$ cat src/rtl/tt_um_hoene_smart_led_pkg.sv
// tt_um_hoene_smart_led_pkg: shared colour-word layout, widths and scheduler state encoding
package tt_um_hoene_smart_led_pkg;
    localparam int COLOR_W   = 10;
    localparam int WORD_W    = 30;
    localparam int OVR_W     = 4;
    localparam int RED_MSB   = 29;
    localparam int RED_LSB   = 20;
    localparam int GREEN_MSB = 19;
    localparam int GREEN_LSB = 10;
    localparam int BLUE_MSB  = 9;
    localparam int BLUE_LSB  = 0;
    // bit 0 = pending, bit 1 = blanked
    typedef enum logic [1:0] {
        ST_EMPTY      = 2'b00,
        ST_PENDING    = 2'b01,
        ST_BLANKED    = 2'b10,
        ST_PEND_BLANK = 2'b11
    } sched_state_e;
endpackage

$ cat src/rtl/tt_um_hoene_pwm_update_scheduler_if.sv
// tt_um_hoene_pwm_update_scheduler_if: decoded-word input and PWM-facing outputs of the scheduler
interface tt_um_hoene_pwm_update_scheduler_if;
    import tt_um_hoene_smart_led_pkg::*;
    logic               in_valid;
    logic [WORD_W-1:0]  in_data;
    logic               in_error;
    logic               pwm_period_end;
    logic [COLOR_W-1:0] data_red;
    logic [COLOR_W-1:0] data_green;
    logic [COLOR_W-1:0] data_blue;
    logic               update;
    logic               pending;
    logic               blanked;
    logic [OVR_W-1:0]   overrun_count;
    modport master (
        output in_valid, in_data, in_error, pwm_period_end,
        input  data_red, data_green, data_blue, update, pending, blanked, overrun_count
    );
    modport slave (
        input  in_valid, in_data, in_error, pwm_period_end,
        output data_red, data_green, data_blue, update, pending, blanked, overrun_count
    );
endinterface

$ cat src/rtl/tt_um_hoene_update_watchdog.sv
// tt_um_hoene_update_watchdog: saturating idle counter; expired once WDT_CYCLES idle cycles pass (0 disables)
module tt_um_hoene_update_watchdog #(
    parameter int               WDT_W      = 20,
    parameter logic [WDT_W-1:0] WDT_CYCLES = 20'd1000000
) (
    input  logic clk,
    input  logic rst,
    input  logic kick,
    output logic expired
);
    localparam logic [WDT_W-1:0] ONE = 1;
    logic [WDT_W-1:0] wdt_q, wdt_d;
    // count idle cycles, stop at the limit so expired stays asserted
    always_comb begin
        wdt_d = kick ? '0 : (wdt_q == WDT_CYCLES) ? wdt_q : wdt_q + ONE;
    end
    // counter register
    always_ff @(posedge clk) begin
        if (rst) wdt_q <= '0;
        else     wdt_q <= wdt_d;
    end
    assign expired = (WDT_CYCLES != '0) && (wdt_q == WDT_CYCLES);
endmodule

$ cat src/rtl/tt_um_hoene_pwm_update_scheduler.sv
// tt_um_hoene_pwm_update_scheduler: double-buffers the colour word and commits it on PWM period boundaries
module tt_um_hoene_pwm_update_scheduler
    import tt_um_hoene_smart_led_pkg::*;
#(
    parameter int               WDT_W      = 20,
    parameter logic [WDT_W-1:0] WDT_CYCLES = 20'd1000000
) (
    input  logic                                 clk,
    input  logic                                 rst,
    tt_um_hoene_pwm_update_scheduler_if.slave    bus
);
    localparam logic [OVR_W-1:0] OVR_ONE = 1;
    sched_state_e      state_q, state_d;
    logic [WORD_W-1:0] shadow_q, shadow_d;
    logic [WORD_W-1:0] active_q, active_d;
    logic              update_q, update_d;
    logic [OVR_W-1:0]  ovr_q, ovr_d;
    logic              accept, commit, blank, expired, pend, blk, pend_n, blk_n;

    tt_um_hoene_update_watchdog #(.WDT_W(WDT_W), .WDT_CYCLES(WDT_CYCLES)) u_wdt (
        .clk     (clk),
        .rst     (rst),
        .kick    (accept),
        .expired (expired)
    );

    // next state: an error discards the pending word, so it also suppresses a commit in that cycle
    always_comb begin
        pend     = state_q[0];
        blk      = state_q[1];
        accept   = bus.in_valid & ~bus.in_error;
        commit   = bus.pwm_period_end & pend & ~bus.in_error;
        blank    = bus.pwm_period_end & ~pend & expired & ~blk;
        pend_n   = accept ? 1'b1 : (bus.in_error | commit) ? 1'b0 : pend;
        blk_n    = commit ? 1'b0 : blank ? 1'b1 : blk;
        state_d  = sched_state_e'({blk_n, pend_n});
        shadow_d = accept ? bus.in_data : shadow_q;
        active_d = commit ? shadow_q : blank ? '0 : active_q;
        update_d = commit | blank;
        ovr_d    = (accept & pend & ~commit & (ovr_q != '1)) ? ovr_q + OVR_ONE : ovr_q;
    end

    // state and datapath registers
    always_ff @(posedge clk) begin
        if (rst) begin
            state_q  <= ST_BLANKED;
            shadow_q <= '0;
            active_q <= '0;
            update_q <= 1'b0;
            ovr_q    <= '0;
        end else begin
            state_q  <= state_d;
            shadow_q <= shadow_d;
            active_q <= active_d;
            update_q <= update_d;
            ovr_q    <= ovr_d;
        end
    end

    assign bus.data_red      = active_q[RED_MSB:RED_LSB];
    assign bus.data_green    = active_q[GREEN_MSB:GREEN_LSB];
    assign bus.data_blue     = active_q[BLUE_MSB:BLUE_LSB];
    assign bus.update        = update_q;
    assign bus.pending       = state_q[0];
    assign bus.blanked       = state_q[1];
    assign bus.overrun_count = ovr_q;
endmodule

$ cat src/flat_wrapper.sv
// flat-port wrapper written by rule: the top's interface ports become plain ports
module tt_um_hoene_pwm_update_scheduler_flat import tt_um_hoene_smart_led_pkg::*;
#(
    parameter int               WDT_W      = 20,
    parameter logic [WDT_W-1:0] WDT_CYCLES = 20'd1000000
)
  (clk, rst, bus_in_valid, bus_in_data, bus_in_error, bus_pwm_period_end, bus_data_red, bus_data_green, bus_data_blue, bus_update, bus_pending, bus_blanked, bus_overrun_count);
  tt_um_hoene_pwm_update_scheduler_if bus_i ();
  input  logic clk;
  input  logic rst;
  input wire logic [$bits(bus_i.in_valid)-1:0] bus_in_valid;
  input wire logic [$bits(bus_i.in_data)-1:0] bus_in_data;
  input wire logic [$bits(bus_i.in_error)-1:0] bus_in_error;
  input wire logic [$bits(bus_i.pwm_period_end)-1:0] bus_pwm_period_end;
  output wire logic [$bits(bus_i.data_red)-1:0] bus_data_red;
  output wire logic [$bits(bus_i.data_green)-1:0] bus_data_green;
  output wire logic [$bits(bus_i.data_blue)-1:0] bus_data_blue;
  output wire logic [$bits(bus_i.update)-1:0] bus_update;
  output wire logic [$bits(bus_i.pending)-1:0] bus_pending;
  output wire logic [$bits(bus_i.blanked)-1:0] bus_blanked;
  output wire logic [$bits(bus_i.overrun_count)-1:0] bus_overrun_count;
  assign bus_i.in_valid = bus_in_valid;
  assign bus_i.in_data = bus_in_data;
  assign bus_i.in_error = bus_in_error;
  assign bus_i.pwm_period_end = bus_pwm_period_end;
  assign bus_data_red = bus_i.data_red;
  assign bus_data_green = bus_i.data_green;
  assign bus_data_blue = bus_i.data_blue;
  assign bus_update = bus_i.update;
  assign bus_pending = bus_i.pending;
  assign bus_blanked = bus_i.blanked;
  assign bus_overrun_count = bus_i.overrun_count;
  tt_um_hoene_pwm_update_scheduler #(.WDT_W(WDT_W), .WDT_CYCLES(WDT_CYCLES)) u_core (.clk(clk), .rst(rst), .bus(bus_i));
endmodule
$ cat config.mk
export PLATFORM = sky130hd
export DESIGN_NAME = tt_um_hoene_pwm_update_scheduler_flat
export DESIGN_NICKNAME = d
export VERILOG_FILES = /design/src/rtl/tt_um_hoene_smart_led_pkg.sv /design/src/rtl/tt_um_hoene_pwm_update_scheduler_if.sv /design/src/rtl/tt_um_hoene_update_watchdog.sv /design/src/rtl/tt_um_hoene_pwm_update_scheduler.sv /design/src/flat_wrapper.sv
export SDC_FILE = /design/constraint.sdc
export NUM_CORES = 1
export LEC_CHECK = 0
export ABC_AREA = 1
export CORE_UTILIZATION = 51
export DETAILED_ROUTE_END_ITERATION = 12
export GPL_ROUTABILITY_DRIVEN = 0
export PLACE_DENSITY = 0.79
export SLEW_MARGIN = 20
export SYNTH_ARGS = -nofsm -noshare
export SYNTH_HDL_FRONTEND = slang
export SYNTH_SLANG_ARGS = --single-unit
$ cat constraint.sdc
create_clock -name clk -period 1.6 [get_ports clk]
set_input_delay 0.16 -clock clk [delete_from_list [all_inputs] [get_ports clk]]
set_output_delay 0.16 -clock clk [all_outputs]
set_load 0.02 [all_outputs]
==> Slide: Implementation Results, run 1 <==
Run Summary

Run status
  – Outcome: finished clean

Synthesis
  – Register share after synthesis: 50.0%
  – #FFs+latches synth: 87
  – Synthesized cell area: 3490 um^2
  – Post-synthesis cell count: 458
  – Main area contributors: dfxtp_1 50%, nor2_1 9.0%, nand2_1 7.1%, a21oi_1 7.0%, o21ai_0 6.0%
  – Ys Warns: 0

Final timing
  – Final hold vios: 0
  – RSZ-0062 raised after global routing: false
  – Worst slew margin: 76.2%
  – Setup Viol. Count Final: 0

Min path
  – Min-Delay Path Class: in2reg
  – Worst hold start: bus_in_data[14]

Finish
  – ANT cells: 0
  – Most frequent logic cell in the layout: dfxtp_1

Critical path
  – Setup slack, reg-to-reg: 0.08 ns
  – Crit path DRT: 1.44 ns
  – CP Class: reg2out

Clock tree
  – Num CTS Buffers: 9

Run
  – MaxCap Viol Count: 0

GRT
  – GR Util met2: 42.7%

Placement
  – Place WS: -0.0383 ns

Power and ir drop
  – Pwr Density: 901 nW/um^2
  – Clk pwr share: 38.0%
  – Clock net power: 0.00158 W
  – Comb power frac: 7.4%

Floorplanning
  – Die width: 84.7 um
  – DIE AREA: 7170 um^2

Drt
  – M1 wire length: 3740 um
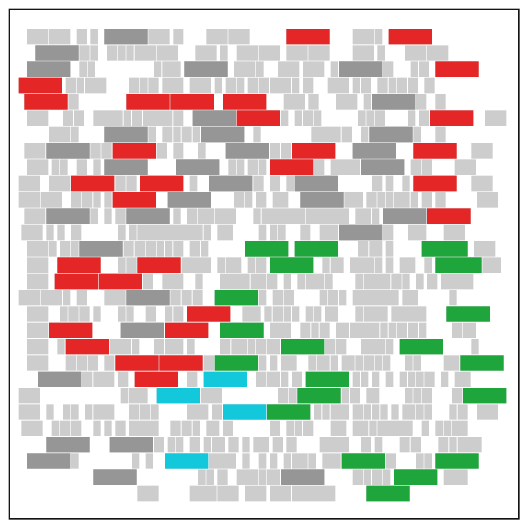
*Sequential cells grouped by signal name, run 1*
(6 px per um) Other sequential cells in the stronger grey, the rest of the logic in the fainter grey.
Green is u_core.u_wdt.wdt_q, flops 20. Cyan is u_core.bus.overrun_count, flops 4, where bottom middle. Red is u_core.active_q, flops 30.
Another 33 sequential cells are not coloured.
register area: 1740 um^2
post-layout util: 71.2%
Seq. pwr: 0.00226 W
flop share of the area: 37.9%

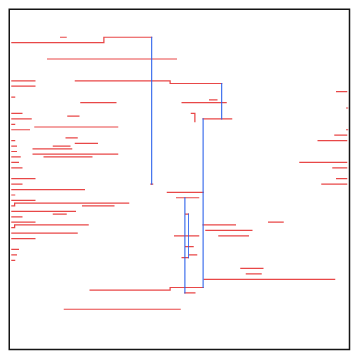
*Signal wires by layer, run 1*
(4 px per um) Only two layers are drawn.
Blue is metal 4, wire length 122 um. Red is metal 3, wire length 591 um.
Final Routed Wirelength: 8750 um
via count: 3302
drt wl/cell: 14.1 um

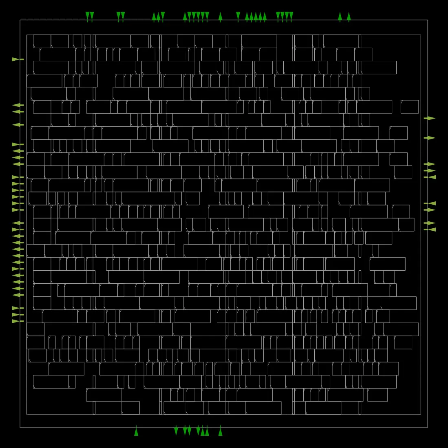
*Cell outlines without signal wires, run 1*
row count: 29
flip-flops: 87
core footprint: 6460 um^2

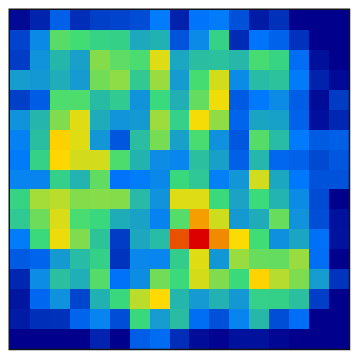
*Routed metal per tile, run 1*
(4 px per um) 17 x 17 tiles, from dark blue (low) to red (high), scaled to the fullest tile. Values are wire area over tile area, all layers added.
The densest ninth of the die: left middle. 23% of the tiles are over half the peak. The mean over all tiles is 0.20.
total track usage: 26.0%

==> run 2: changes to the inputs <==
- CAP_MARGIN: not set -> 20
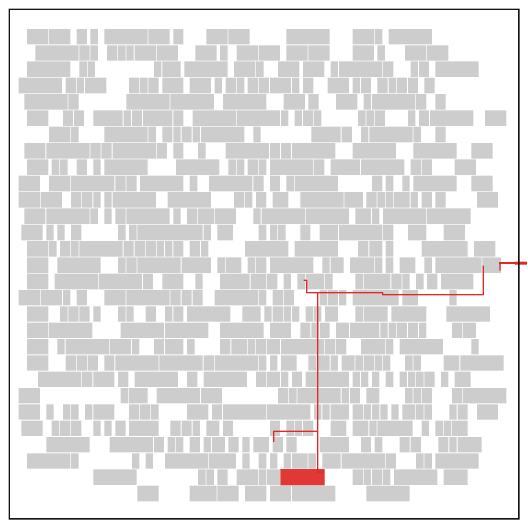
*Port wiring, run 2*
(6 px per um)
Red is bus_pending, direction output, edge right, end cells 1, buffers 1, wire 80.7 um.
# port buffers: 71
IO Count: 72

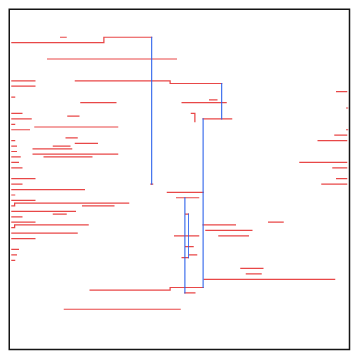
*Signal wires by layer, run 2*
(4 px per um) Only two layers are drawn.
Blue is metal 4, wire length 122 um. Red is metal 3, wire length 591 um.

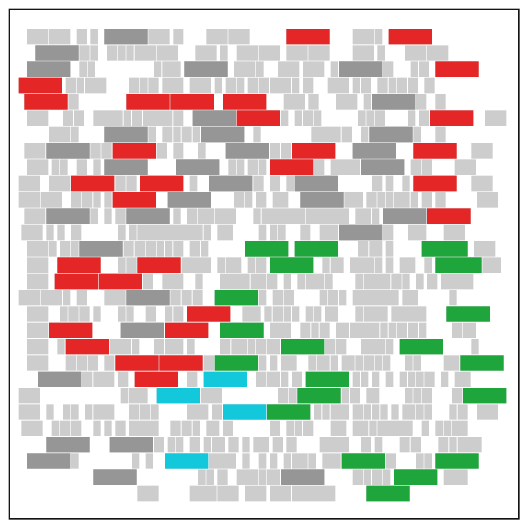
*Sequential cells grouped by signal name, run 2*
(6 px per um) Other sequential cells in the stronger grey, the rest of the logic in the fainter grey.
Green is u_core.u_wdt.wdt_q, flops 20. Red is u_core.active_q, flops 30. Cyan is u_core.bus.overrun_count, flops 4, where bottom middle.

==> Slide: Implementation Results, run 2 <==
Run Summary

Floorplanning
  – DIE AREA: 7170 um^2 (unchanged)
  – Row count: 29 (unchanged)
  – Die width: 84.7 um (unchanged)
  – Core footprint: 6460 um^2 (unchanged)

Drt
  – Drt wl/cell: 14.1 um (unchanged)
  – Final Routed Wirelength: 8750 um (unchanged)
  – M1 wire length: 3740 um (unchanged)

Final timing
  – RSZ-0062 raised after global routing: false (unchanged)
  – Final hold vios: 0 (unchanged)
  – Setup Viol. Count Final: 0 (unchanged)

Min path
  – Worst hold start: bus_in_data[14] (unchanged)

Critical path
  – Setup slack, reg-to-reg: 0.08 ns (about the same)
  – Crit path DRT: 1.44 ns (about the same)
  – CP Class: reg2out (unchanged)

Finish
  – Register area: 1740 um^2 (unchanged)
  – Flop share of the area: 37.9% (unchanged)
  – ANT cells: 0 (unchanged)

Synthesis
  – Post-synthesis cell count: 458 (unchanged)
  – Area leader, netlist: dfxtp_1 (unchanged)
  – Synthesized cell area: 3490 um^2 (unchanged)
  – Register share after synthesis: 50.0% (unchanged)
  – #FFs+latches synth: 87 (unchanged)
  – Ys Warns: 0 (unchanged)

Power and ir drop
  – Comb power frac: 7.4% (about the same)
  – Clk pwr share: 38.0% (about the same)
  – Seq. pwr: 0.00226 W (about the same)

Run status
  – Outcome: finished clean (unchanged)

Clock tree
  – Num CTS Buffers: 9 (unchanged)

Run
  – MaxCap Viol Count: 0 (unchanged)

Placement
  – Place WS: -0.0383 ns (unchanged)

GRT
  – Total track usage: 26.0% (unchanged)
Power figures rest on the tool's default switching activity, not on a simulated workload.
